### src/rtl/divider.sv
// rtl/divider.sv - single-cycle unsigned restoring array divider, registered outputs.
// Define DIVIDER_REMAINDER_EN to add the registered remainder output.
module divider #(
  parameter int DATA_WIDTH = 8
) (
  input  logic                  clock,
  input  logic                  reset,
  input  logic                  enable,
  input  logic [DATA_WIDTH-1:0] op1,
  input  logic [DATA_WIDTH-1:0] op2,
  output logic [DATA_WIDTH-1:0] result,
  output logic                  valid,
  output logic                  div_by_zero
`ifdef DIVIDER_REMAINDER_EN
  ,
  output logic [DATA_WIDTH-1:0] remainder
`endif
);

  logic [DATA_WIDTH-1:0] quo_d;
  logic [DATA_WIDTH-1:0] rem_d;
  logic [DATA_WIDTH:0]   trial;
  logic [DATA_WIDTH:0]   diff;

  logic [DATA_WIDTH-1:0] result_q;
  logic                  valid_q;
  logic                  dbz_q;

  // One restoring stage per quotient bit, MSB first. With op2 == 0 every trial
  // succeeds, which yields an all-ones quotient and a remainder equal to op1.
  always_comb begin
    quo_d = '0;
    rem_d = '0;
    trial = '0;
    diff  = '0;
    for (int i = DATA_WIDTH - 1; i >= 0; i--) begin
      trial = {rem_d, op1[i]};
      diff  = trial - {1'b0, op2};
      if (trial >= {1'b0, op2}) begin
        quo_d[i] = 1'b1;
        rem_d    = diff[DATA_WIDTH-1:0];
      end else begin
        rem_d    = trial[DATA_WIDTH-1:0];
      end
    end
  end

`ifdef DIVIDER_REMAINDER_EN
  logic [DATA_WIDTH-1:0] rem_q;

  always_ff @(posedge clock) begin
    if (reset) begin
      rem_q <= '0;
    end else if (enable) begin
      rem_q <= rem_d;
    end
  end

  assign remainder = rem_q;
`endif

  always_ff @(posedge clock) begin
    if (reset) begin
      result_q <= '0;
      valid_q  <= 1'b0;
      dbz_q    <= 1'b0;
    end else begin
      valid_q <= enable;
      if (enable) begin
        result_q <= quo_d;
        dbz_q    <= (op2 == '0);
      end
    end
  end

  assign result      = result_q;
  assign valid       = valid_q;
  assign div_by_zero = dbz_q;

endmodule

### config.mk
export PLATFORM = sky130hd
export DESIGN_NAME = divider
export DESIGN_NICKNAME = d
export VERILOG_FILES = /design/src/rtl/divider.sv
export SDC_FILE = /design/constraint.sdc
export NUM_CORES = 1
export LEC_CHECK = 0
export CORE_MARGIN = 3
export CORE_UTILIZATION = 60
export DETAILED_ROUTE_END_ITERATION = 8
export PLACE_DENSITY = 0.82
export SLEW_MARGIN = 5
export SYNTH_ARGS = -nofsm -noshare
export SYNTH_HDL_FRONTEND = slang
export SYNTH_SLANG_ARGS = --single-unit
### constraint.sdc
create_clock -name clock -period 18.5 [get_ports clock]
set_input_delay 2.775 -clock clock [delete_from_list [all_inputs] [get_ports clock]]
set_output_delay 2.775 -clock clock [all_outputs]
set_load 0.02 [all_outputs]
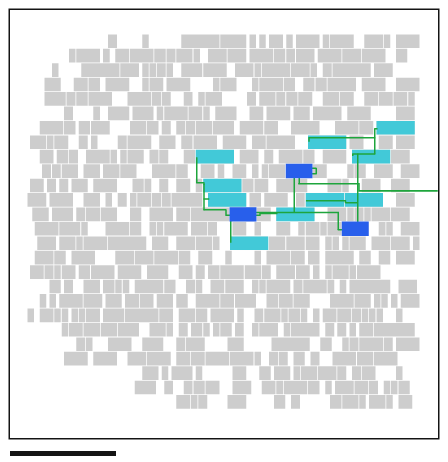
Fig. 1. Routed clock nets over the placement (run 1).
Bar = 20 µm.
clock wires -> green  # length 151 µm
flip-flops -> cyan  # count 10
clock-net drivers -> blue  # count 3
routed clock nets = 4
Clock Skew: 0 ps
later-pin clock latency in the skew report: 230 ps
clock share of power: 6.0%

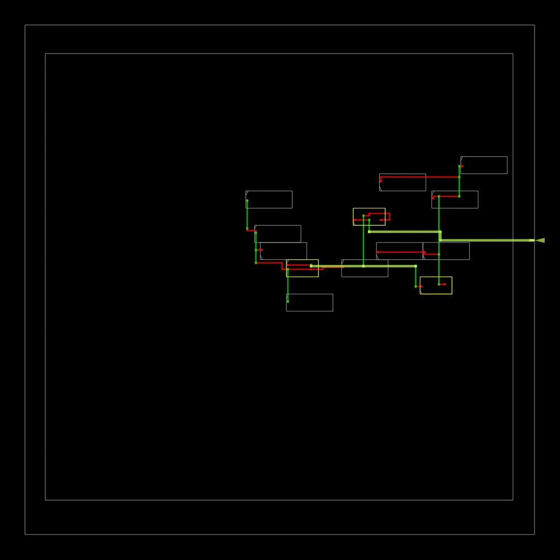
Fig. 2. Clock wiring as the flow saved it (run 1).
number of clock buffers in the layout: 3
sequential cell count: 10
number of CTS-inserted buffers: 3
Clk power: 0.0224 mW
Clock Sinks: 10

==> flow_metrics.env, run 1 <==
# yosys + openroad results
export IMPL_holdPathStages=2
export IMPL_synthAdderAreaFrac_pct=25.27
export IMPL_path_class="in2reg"
export IMPL_slew_violations=0
export IMPL_ys_ff=10
export IMPL_setup_slack_ps=991.6
export IMPL_combPwrFrac_pct=87.1
export IMPL_hp_class="reg2reg"
export IMPL_powerComb_mw=0.327
export IMPL_crit_slowest_cell="clkdlybuf4s50_1"
export IMPL_ys_warn_count=0
export IMPL_outcome="finished clean"
export IMPL_core_area_um2=5238
export IMPL_ys_sh_aoi_pct=23.36
export IMPL_dp_hpwl_um=7056
export IMPL_synth_cells=430
export IMPL_layout_drive_gt1_share_pct=12.95
export IMPL_pg_seq_mw=0.0259
export IMPL_areaGrowthSynthToFinish_pct=16.49
export IMPL_common_cells="ha_1, nor2_1, inv_1"
export IMPL_use_met1_pct=37.49
export IMPL_met1_length_um=4138
export IMPL_clock_fmax_mhz=57.12
export IMPL_met2_usage_pct=46.44
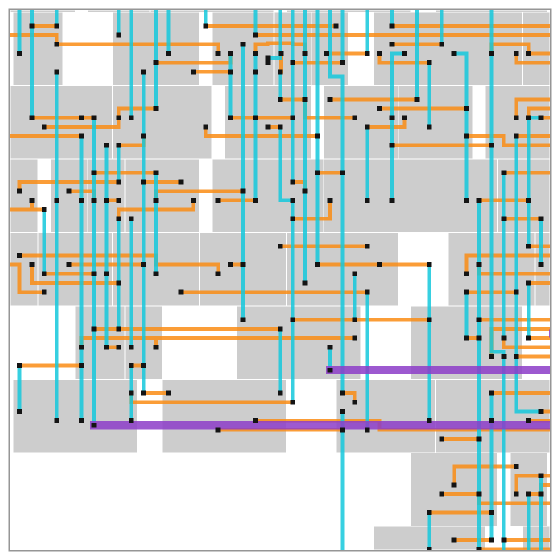
Fig. 3. A small window of the routed layout (run 1).
Window x 10 to 30, y 10 to 30 µm. Cells in grey, sequential cells in the stronger grey; small squares are vias.
M3 -> purple
M1 -> orange
M2 -> cyan
most frequent = nor2_1 (6), xnor2_1 (5), ha_1 (4)
sequential cells in the window = 0
cells with their middle in the window = 35

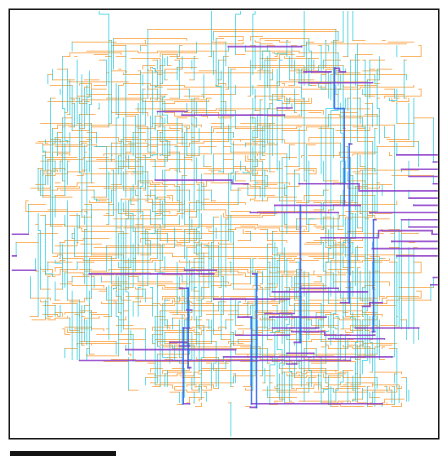
Fig. 4. Routed metal, one colour a layer (run 1).
Bar = 20 µm.
M1 -> orange  # wire length 4140 µm
M2 -> cyan  # wire length 4040 µm
M3 -> purple  # wire length 558 µm
M4 -> blue  # wire length 175 µm

run 1: worst max-delay path: cells and delay by family:
family | cells | cell delay, ps
AOI/OAI and AO/OA | 36 | 6790
adders and majority gates | 8 | 2380
buffers and inverters | 9 | 1570
muxes | 4 | 1180
and+or+nand+nor | 18 | 2890
run 1: state kept, by name (all words and copies together), names as in the netlist:
| register | flops |
|---|---|
| div_by_zero | 1 |
| result | 8 |
| valid | 1 |
run 1: worst max-delay path by stage:
stage           start   endpoint  slack (ps)
2_1_floorplan  op1[7]  result[0]        1520
3_3_place_gp   op2[1]  result[0]         390
3_5_place_dp   op2[1]  result[0]         -50
4_1_cts        op2[1]  result[0]         110
5_1_grt        op1[7]  result[0]         -90
6_report       op1[7]  result[0]         990
run 1: metrics by stage:
stage	hold slack, ps	cell area [µm²]	utilization [%]
after CTS	501.6	3796	72.48
after global routing	521.1	3899	74.44
final	499.5	3899	74.44
after global placement	474.3	3755	71.69
after detailed placement	496.0	3755	71.69
after floorplan	555.9	3347	-
run 1: cells in the final DEF, fill, tap and decap left out, types with 7 or more instances in the layout:
master,count
nor2b_1,12
xor2_1,8
buf_4,15
ha_1,57
nor3_1,10
dfxtp_1,10
nand3_1,7
nand2_1,21
a21oi_1,17
mux2i_1,12
mux2_2,12
xnor2_1,20
clkdlybuf4s50_1,27
inv_1,34
o21a_1,12
nor2_1,49
nand2b_1,11
a21o_1,15
o21ai_0,19
run 1: layout make-up:
cell class / instances / area, µm² / share of cell area [%]
Tap cell: 70 / 87.58 / 2.246
Inverter: 34 / 127.6 / 3.273
Sequential cell: 10 / 200.2 / 5.135
Clock buffer: 3 / 41.29 / 1.059
Timing Repair Buffer: 43 / 395.4 / 10.14
Multi-Input combinational cell: 381 / 3047 / 78.14
==> inputs of run 2 (changes only) <==
--- a/config.mk
+++ b/config.mk
@@ -8,6 +8,7 @@
 export CORE_MARGIN = 3
 export CORE_UTILIZATION = 60
 export DETAILED_ROUTE_END_ITERATION = 8
+export GPL_TIMING_DRIVEN = 0
 export PLACE_DENSITY = 0.82
 export SLEW_MARGIN = 5
 export SYNTH_ARGS = -nofsm -noshare
==> constraint.sdc (replaced) <==
create_clock -name clock -period 20 [get_ports clock]
set_input_delay 3 -clock clock [delete_from_list [all_inputs] [get_ports clock]]
set_output_delay 3 -clock clock [all_outputs]
set_load 0.02 [all_outputs]
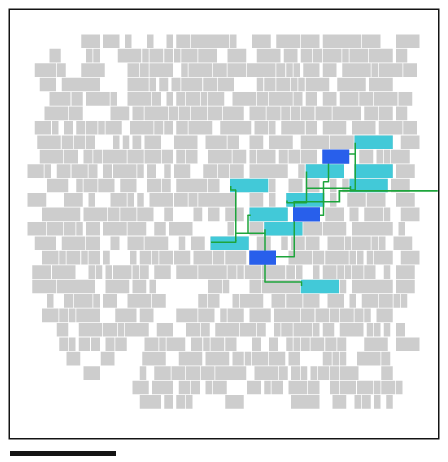
Fig. 5. Routed clock nets over the placement (run 2).
Bar = 20 µm.
clock wires -> green  # length 141 µm
flip-flops -> cyan  # count 10
clock-net drivers -> blue  # count 3
routed clock nets = 4

==> run 2 against run 1 <==
Compared with the run above: critical path depth down 1; synthesized area unchanged; worst setup slack better by 400 ps; design area up 1.4%; largest cell class unchanged; utilization up 1.0 points; die size unchanged; register-to-register slack better by 1500 ps.
==> flow_metrics.env, run 2 <==
# yosys + openroad results
export IMPL_die_y_um=80.69
export IMPL_edf_count=0
export IMPL_powerComb_mw=0.329
export IMPL_ys_warn_count=0
export IMPL_numCtsBuffers=3
export IMPL_worstSetupStartpoint="op1[7]"
export IMPL_met2_usage_pct=43.13
export IMPL_clock_fmax_mhz=53.73
export IMPL_cts_tree="yes"
export IMPL_ys_ff=10
export IMPL_outcome="finished clean"
export IMPL_synth_cells=430
export IMPL_use_met1_pct=36.42
export IMPL_met1_length_um=4030
export IMPL_layout_drive_gt1_share_pct=13.78
export IMPL_slew_violations=0
export IMPL_pg_seq_mw=0.0240
export IMPL_hold_slack_ps=489.1
export IMPL_power_density_nw_per_um2=94.31
export IMPL_core_area_um2=5238
export IMPL_synth_top_cell_area_share_pct=21.68
export IMPL_clockRootBuffer="clkbuf_8"
export IMPL_fin_worst_skew_ps=0
export IMPL_clkPwrFrac_pct=5.4
export IMPL_crit_slowest_cell="clkdlybuf4s50_1"
export IMPL_common_cells="ha_1, nor2_1, inv_1"
export IMPL_insertion_delay_ps=230
export IMPL_peakVddDrop_v=0.00009343
export IMPL_power_mw=0.3728
export IMPL_combPwrFrac_pct=88.2
export IMPL_synthesis_nets=513
export IMPL_dp_hpwl_um=6528
export IMPL_finalInstanceArea_um2=3953
export IMPL_layout_top_cells="ha_1, nor2_1, inv_1"
export IMPL_largest_reg_flops=8
export IMPL_powerClk_mw=0.0202
export IMPL_layout_top_cell="ha_1"
export IMPL_path_class="in2reg"
export IMPL_grt_max_degree=11
export IMPL_crit_path_end="result[0]"
export IMPL_placed_area_um2=3705
export IMPL_setup_slack_ps=1387
export IMPL_areaGrowthSynthToFinish_pct=18.09
export IMPL_hp_class="reg2reg"
export IMPL_avgViaCountPerCell=6.073
-- run 2: how the worst min path moves through the flow --
| stage | from | endpoint | cells after the start |
|---|---|---|---|
| 6_report | result[1] | result[1] | 2 |
| 4_1_cts | result[1] | result[1] | 2 |
| 3_3_place_gp | result[7] | result[7] | 2 |
| 2_1_floorplan | result[1] | result[1] | 2 |
| 5_1_grt | div_by_zero | div_by_zero | 2 |
| 3_5_place_dp | result[1] | result[1] | 2 |
-- run 2: cell families after synthesis --
kind of cell             count (synthesis)  share of synthesized area [%]
AND/OR/NAND/NOR                        146                          23.25
AND-OR/OR-AND                          113                          23.37
adder cells (fa/ha/maj)                 64                          25.27
buffers and inverters                   39                          4.635
multiplexers                            30                          10.17
XOR/XNOR                                28                          7.327
flip-flops                              10                          5.981
-- run 2: final cells by class --
type	instances	area [µm²]	share of cell area, %
Buffer	5	27.53	0.6964
Clock buffer	3	41.29	1.045
Inverter	34	131.4	3.324
Multi-Input combinational cell	381	3037	76.83
Sequential cell	10	200.2	5.065
Tap cell	70	87.58	2.216
Timing Repair Buffer	46	427.9	10.83
-- run 2: metrics by stage --
stage | std cells | utilization, % | setup TNS, ps
3_3_place_gp | 527 | 70.74 | -561.8
4_1_cts | 530 | 71.81 | 0
3_5_place_dp | 527 | 70.74 | -856.3
6_report | 549 | 75.47 | 0
2_1_floorplan | 430 | - | 0
5_1_grt | 549 | 75.47 | -71.41
-- run 2: timing repair --
action / 4_1_cts / 5_1_grt
endpoints found under the setup margin: 1 / 1
buffers inserted: 0 / 19
resized: 5 / 16
pin swaps: 0 / 3
-- run 2: critical path: cells and delay by family --
family | cells | cell delay (ps)
buf+inv | 10 | 1650
simple gates | 17 | 3200
mux | 4 | 1160
compound gates | 35 | 7280
fa+ha+maj | 8 | 2440
No activity file was given, so power comes from the tool's default toggle rates.
